--- src/rtl/count_arb_pkg.sv ---
// Shared types and constants for the count/LED sharing arbiter.
//   op_e        : per-requester opcode (clear, increment, decrement, load)
//   state_e     : arbiter FSM states
//   grant_ctx_t : opcode and load byte captured at grant time
package count_arb_pkg;

   localparam int unsigned LED_LSB = 16;
   localparam int unsigned LED_W   = 8;
   localparam int unsigned OP_W    = 2;

   typedef enum logic [OP_W-1:0] {
      OP_CLR = 2'b00,
      OP_INC = 2'b01,
      OP_DEC = 2'b10,
      OP_LD  = 2'b11
   } op_e;

   typedef enum logic [1:0] {
      ST_IDLE    = 2'b00,
      ST_BUSY    = 2'b01,
      ST_RELEASE = 2'b10
   } state_e;

   typedef struct packed {
      op_e              op;
      logic [LED_W-1:0] ld;
   } grant_ctx_t;

endpackage

--- src/rtl/count_share_arbiter_rr_pick.sv ---
// Combinational round-robin picker.
//   req     : request vector
//   pointer : last granted index; search starts at pointer+1 and wraps
//   winner  : one-hot winner
//   idx     : winner index
//   valid   : any request present
module rr_pick #(
   parameter int unsigned NREQ  = 4,
   parameter int unsigned IDX_W = 2
) (
   input  logic [NREQ-1:0]  req,
   input  logic [IDX_W-1:0] pointer,
   output logic [NREQ-1:0]  winner,
   output logic [IDX_W-1:0] idx,
   output logic             valid
);

   logic [IDX_W-1:0] cand;

   // Walk from the farthest offset to the nearest so the nearest set request wins.
   always_comb begin
      winner = '0;
      idx    = '0;
      valid  = 1'b0;
      cand   = '0;
      for (int i = int'(NREQ); i >= 1; i--) begin
         cand = IDX_W'((32'(pointer) + 32'(i)) % NREQ);
         if (req[cand]) begin
            winner       = '0;
            winner[cand] = 1'b1;
            idx          = cand;
            valid        = 1'b1;
         end
      end
   end

endmodule

--- src/rtl/count_share_arbiter.sv ---
// Shares one count register (and the LED byte taken from it) between NREQ
// requesters. A round-robin winner owns the counter for a bounded hold window.
//   CLK, RST : clock, asynchronous active-low reset
//   enable   : low freezes arbitration and counter updates
//   req/op/ld_data : per-requester request level, opcode, load byte
//   gnt/busy/done  : registered one-hot grant, busy flag, release pulse
//   count/led      : shared counter and count[23:16]
// Optional: define COUNT_ARB_SATURATE_EN to saturate increment/decrement.
module count_share_arbiter
   import count_arb_pkg::*;
#(
   parameter int unsigned NREQ     = 4,
   parameter int unsigned CNT_W    = 32,
   parameter int unsigned HOLD_CYC = 4
) (
   input  logic                    CLK,
   input  logic                    RST,
   input  logic                    enable,
   input  logic [NREQ-1:0]         req,
   input  logic [OP_W*NREQ-1:0]    op,
   input  logic [LED_W*NREQ-1:0]   ld_data,
   output logic [NREQ-1:0]         gnt,
   output logic                    busy,
   output logic                    done,
   output logic [CNT_W-1:0]        count,
   output logic [LED_W-1:0]        led
);

   localparam int unsigned IDX_W  = (NREQ > 1) ? $clog2(NREQ) : 1;
   localparam int unsigned HOLD_W = 8;

   state_e           state, state_n;
   logic [NREQ-1:0]  gnt_n;
   logic             busy_n, done_n;
   logic [CNT_W-1:0] count_n;
   logic [IDX_W-1:0] ptr, ptr_n, gidx, gidx_n;
   logic [HOLD_W-1:0] hold, hold_n;
   grant_ctx_t       ctx, ctx_n;
   logic             rel;

   logic [NREQ-1:0]  win_oh;
   logic [IDX_W-1:0] win_idx;
   logic             win_valid;

   logic [CNT_W-1:0] count_inc, count_dec, count_ld;

   rr_pick #(.NREQ(NREQ), .IDX_W(IDX_W)) u_pick (
      .req     (req),
      .pointer (ptr),
      .winner  (win_oh),
      .idx     (win_idx),
      .valid   (win_valid)
   );

`ifdef COUNT_ARB_SATURATE_EN
   assign count_inc = (&count)         ? count : count + CNT_W'(1);
   assign count_dec = (count == '0)    ? count : count - CNT_W'(1);
`else
   assign count_inc = count + CNT_W'(1);
   assign count_dec = count - CNT_W'(1);
`endif

   // Load byte lands on the LED field, everything else cleared.
   always_comb begin
      count_ld                    = '0;
      count_ld[LED_LSB +: LED_W]  = ctx.ld;
   end

   assign led = count[LED_LSB +: LED_W];

   always_ff @(posedge CLK or negedge RST) begin
      if (!RST) begin
         state <= ST_IDLE;
         gnt   <= '0;
         busy  <= 1'b0;
         done  <= 1'b0;
         count <= '0;
         ptr   <= IDX_W'(NREQ - 1);
         gidx  <= '0;
         hold  <= '0;
         ctx   <= '0;
      end else begin
         state <= state_n;
         gnt   <= gnt_n;
         busy  <= busy_n;
         done  <= done_n;
         count <= count_n;
         ptr   <= ptr_n;
         gidx  <= gidx_n;
         hold  <= hold_n;
         ctx   <= ctx_n;
      end
   end

   // Next-state and next-output logic.
   always_comb begin
      state_n = state;
      gnt_n   = gnt;
      busy_n  = busy;
      done_n  = 1'b0;
      count_n = count;
      ptr_n   = ptr;
      gidx_n  = gidx;
      hold_n  = hold;
      ctx_n   = ctx;
      rel     = 1'b0;

      case (state)
         ST_IDLE: begin
            if (enable && win_valid) begin
               gnt_n     = win_oh;
               busy_n    = 1'b1;
               gidx_n    = win_idx;
               hold_n    = '0;
               ctx_n.op  = op_e'(op[win_idx*OP_W +: OP_W]);
               ctx_n.ld  = ld_data[win_idx*LED_W +: LED_W];
               state_n   = ST_BUSY;
            end
         end

         ST_BUSY: begin
            if (enable) begin
               case (ctx.op)
                  OP_CLR: begin
                     count_n = '0;
                     rel     = 1'b1;
                  end
                  OP_LD: begin
                     count_n = count_ld;
                     rel     = 1'b1;
                  end
                  OP_INC, OP_DEC: begin
                     // A dropped request releases without applying this cycle.
                     if (!req[gidx]) begin
                        rel = 1'b1;
                     end else begin
                        count_n = (ctx.op == OP_INC) ? count_inc : count_dec;
                        hold_n  = hold + HOLD_W'(1);
                        if (hold == HOLD_W'(HOLD_CYC - 1)) rel = 1'b1;
                     end
                  end
                  default: rel = 1'b1;
               endcase
               if (rel) begin
                  gnt_n   = '0;
                  busy_n  = 1'b0;
                  done_n  = 1'b1;
                  ptr_n   = gidx;
                  state_n = ST_RELEASE;
               end
            end
         end

         ST_RELEASE: state_n = ST_IDLE;

         default: begin
            gnt_n   = '0;
            busy_n  = 1'b0;
            state_n = ST_IDLE;
         end
      endcase
   end

endmodule
--- config.mk ---
export PLATFORM = sky130hd
export DESIGN_NAME = count_share_arbiter
export DESIGN_NICKNAME = d
export VERILOG_FILES = /design/src/rtl/count_arb_pkg.sv /design/src/rtl/count_share_arbiter_rr_pick.sv /design/src/rtl/count_share_arbiter.sv
export SDC_FILE = /design/constraint.sdc
export NUM_CORES = 1
export LEC_CHECK = 0
export CORE_ASPECT_RATIO = 1.25
export CORE_UTILIZATION = 35
export DETAILED_ROUTE_END_ITERATION = 12
export SLEW_MARGIN = 10
export SYNTH_ARGS = -nofsm -noshare
export SYNTH_HDL_FRONTEND = slang
export SYNTH_SLANG_ARGS = --single-unit
--- constraint.sdc ---
create_clock -name CLK -period 8.5 [get_ports CLK]
set_input_delay 1.7 -clock CLK [delete_from_list [all_inputs] [get_ports CLK]]
set_output_delay 1.7 -clock CLK [all_outputs]
set_load 0.02 [all_outputs]
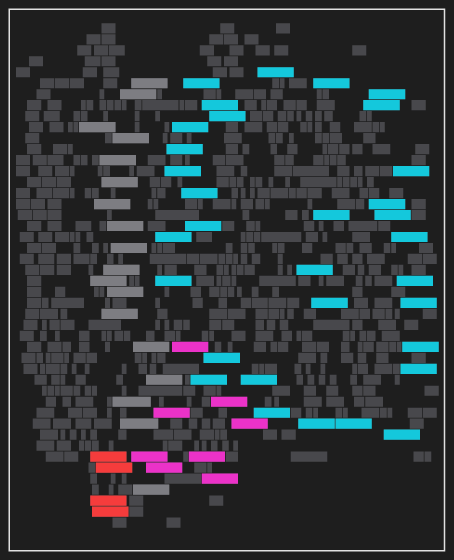
**Above:** sequential cells grouped by signal name.
Other sequential cells in the stronger gray, the rest of the logic in the fainter gray.
[count] cyan | placed flops: 32
[hold] magenta | placed flops: 8 | where: bottom center
[gnt] red | placed flops: 4 | where: lower left
not colored: 18

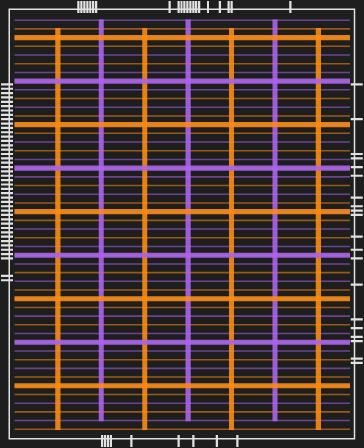
**Above:** supply network.
Pins as bars on the die edge.
[VSS] orange
[VDD] purple
met1 rails: 48
met4 straps: 7
met5 straps: 9
rows: 47

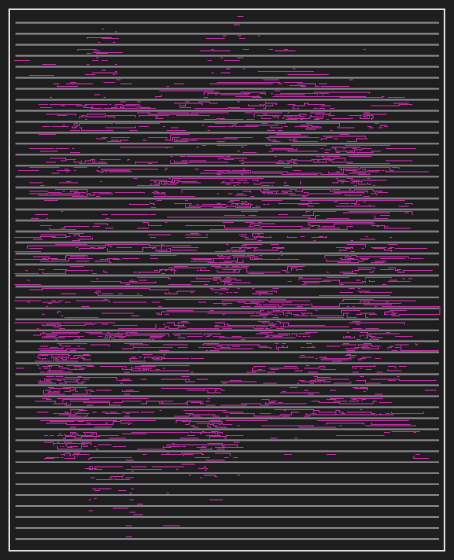
**Above:** the metal 1 layer.
Supply wires on this layer in gray.
share of all routed wire: 45%
longest straight run: 35.4 um
nets with wire on the layer: 649
wire length on this layer: 5350 um
main direction: horizontal

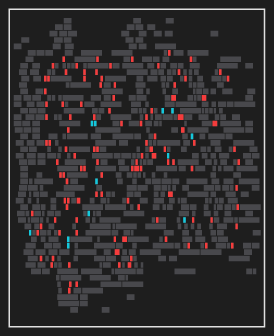
**Above:** gate-type map.
[inv cells] cyan | cells: 12
[nand cells] red | cells: 111

==> results.txt <==
run metrics: status=complete, no violations, Top power group=combinational logic, Dominant flop cell=dfrtp_1, Synth cell types=63, clk cell area share=5.33%, first-pass GRT wire length=19700 um, CP Class=in -> reg, Final Hold Violating Endpoints=0, setup violators final=0, FP Util=36.2%, Synth Instances=562, cells in synth_stat.txt=562, most instantiated logic cells after routing=nand2_1, clkdlybuf4s50_1, o21ai_0, internal power=0.00148 W, cts hold-fix bufs=0, cell count along the critical path=8, Post-Synth Adder-Cell Area=12.0%, initial antenna violation count=0, crit start category=primary input, skew final=0.00926 ns, worst slack at placement=3.82 ns, wire length on met1=5350 um, total power=0.00277 W, Routed WL=11800 um, cts repair resizes=0, most numerous logic cell after layout=nand2_1, Clock Power Share=14.7%, Post-Syn Nets=655, max-cap violation count=0, max incr delay on CP=0.58 ns, final antenna-violating net count=0, Layout clock buffers=10, Vias=4333, vias in the first global route=4294, GR Layer Usage met3=3.33%, cells along the critical path=clkdlybuf4s50_1 -> inv_1 -> o21ai_0 -> o21ai_1 -> o211ai_1 -> a21oi_2 -> o21ai_0 -> o21ai_0, XOR Share, Synth=6.31%, routed len/inst=14.5 um, cell type with the largest total area=dfrtp_1
Power and IR drop assume default switching activity.
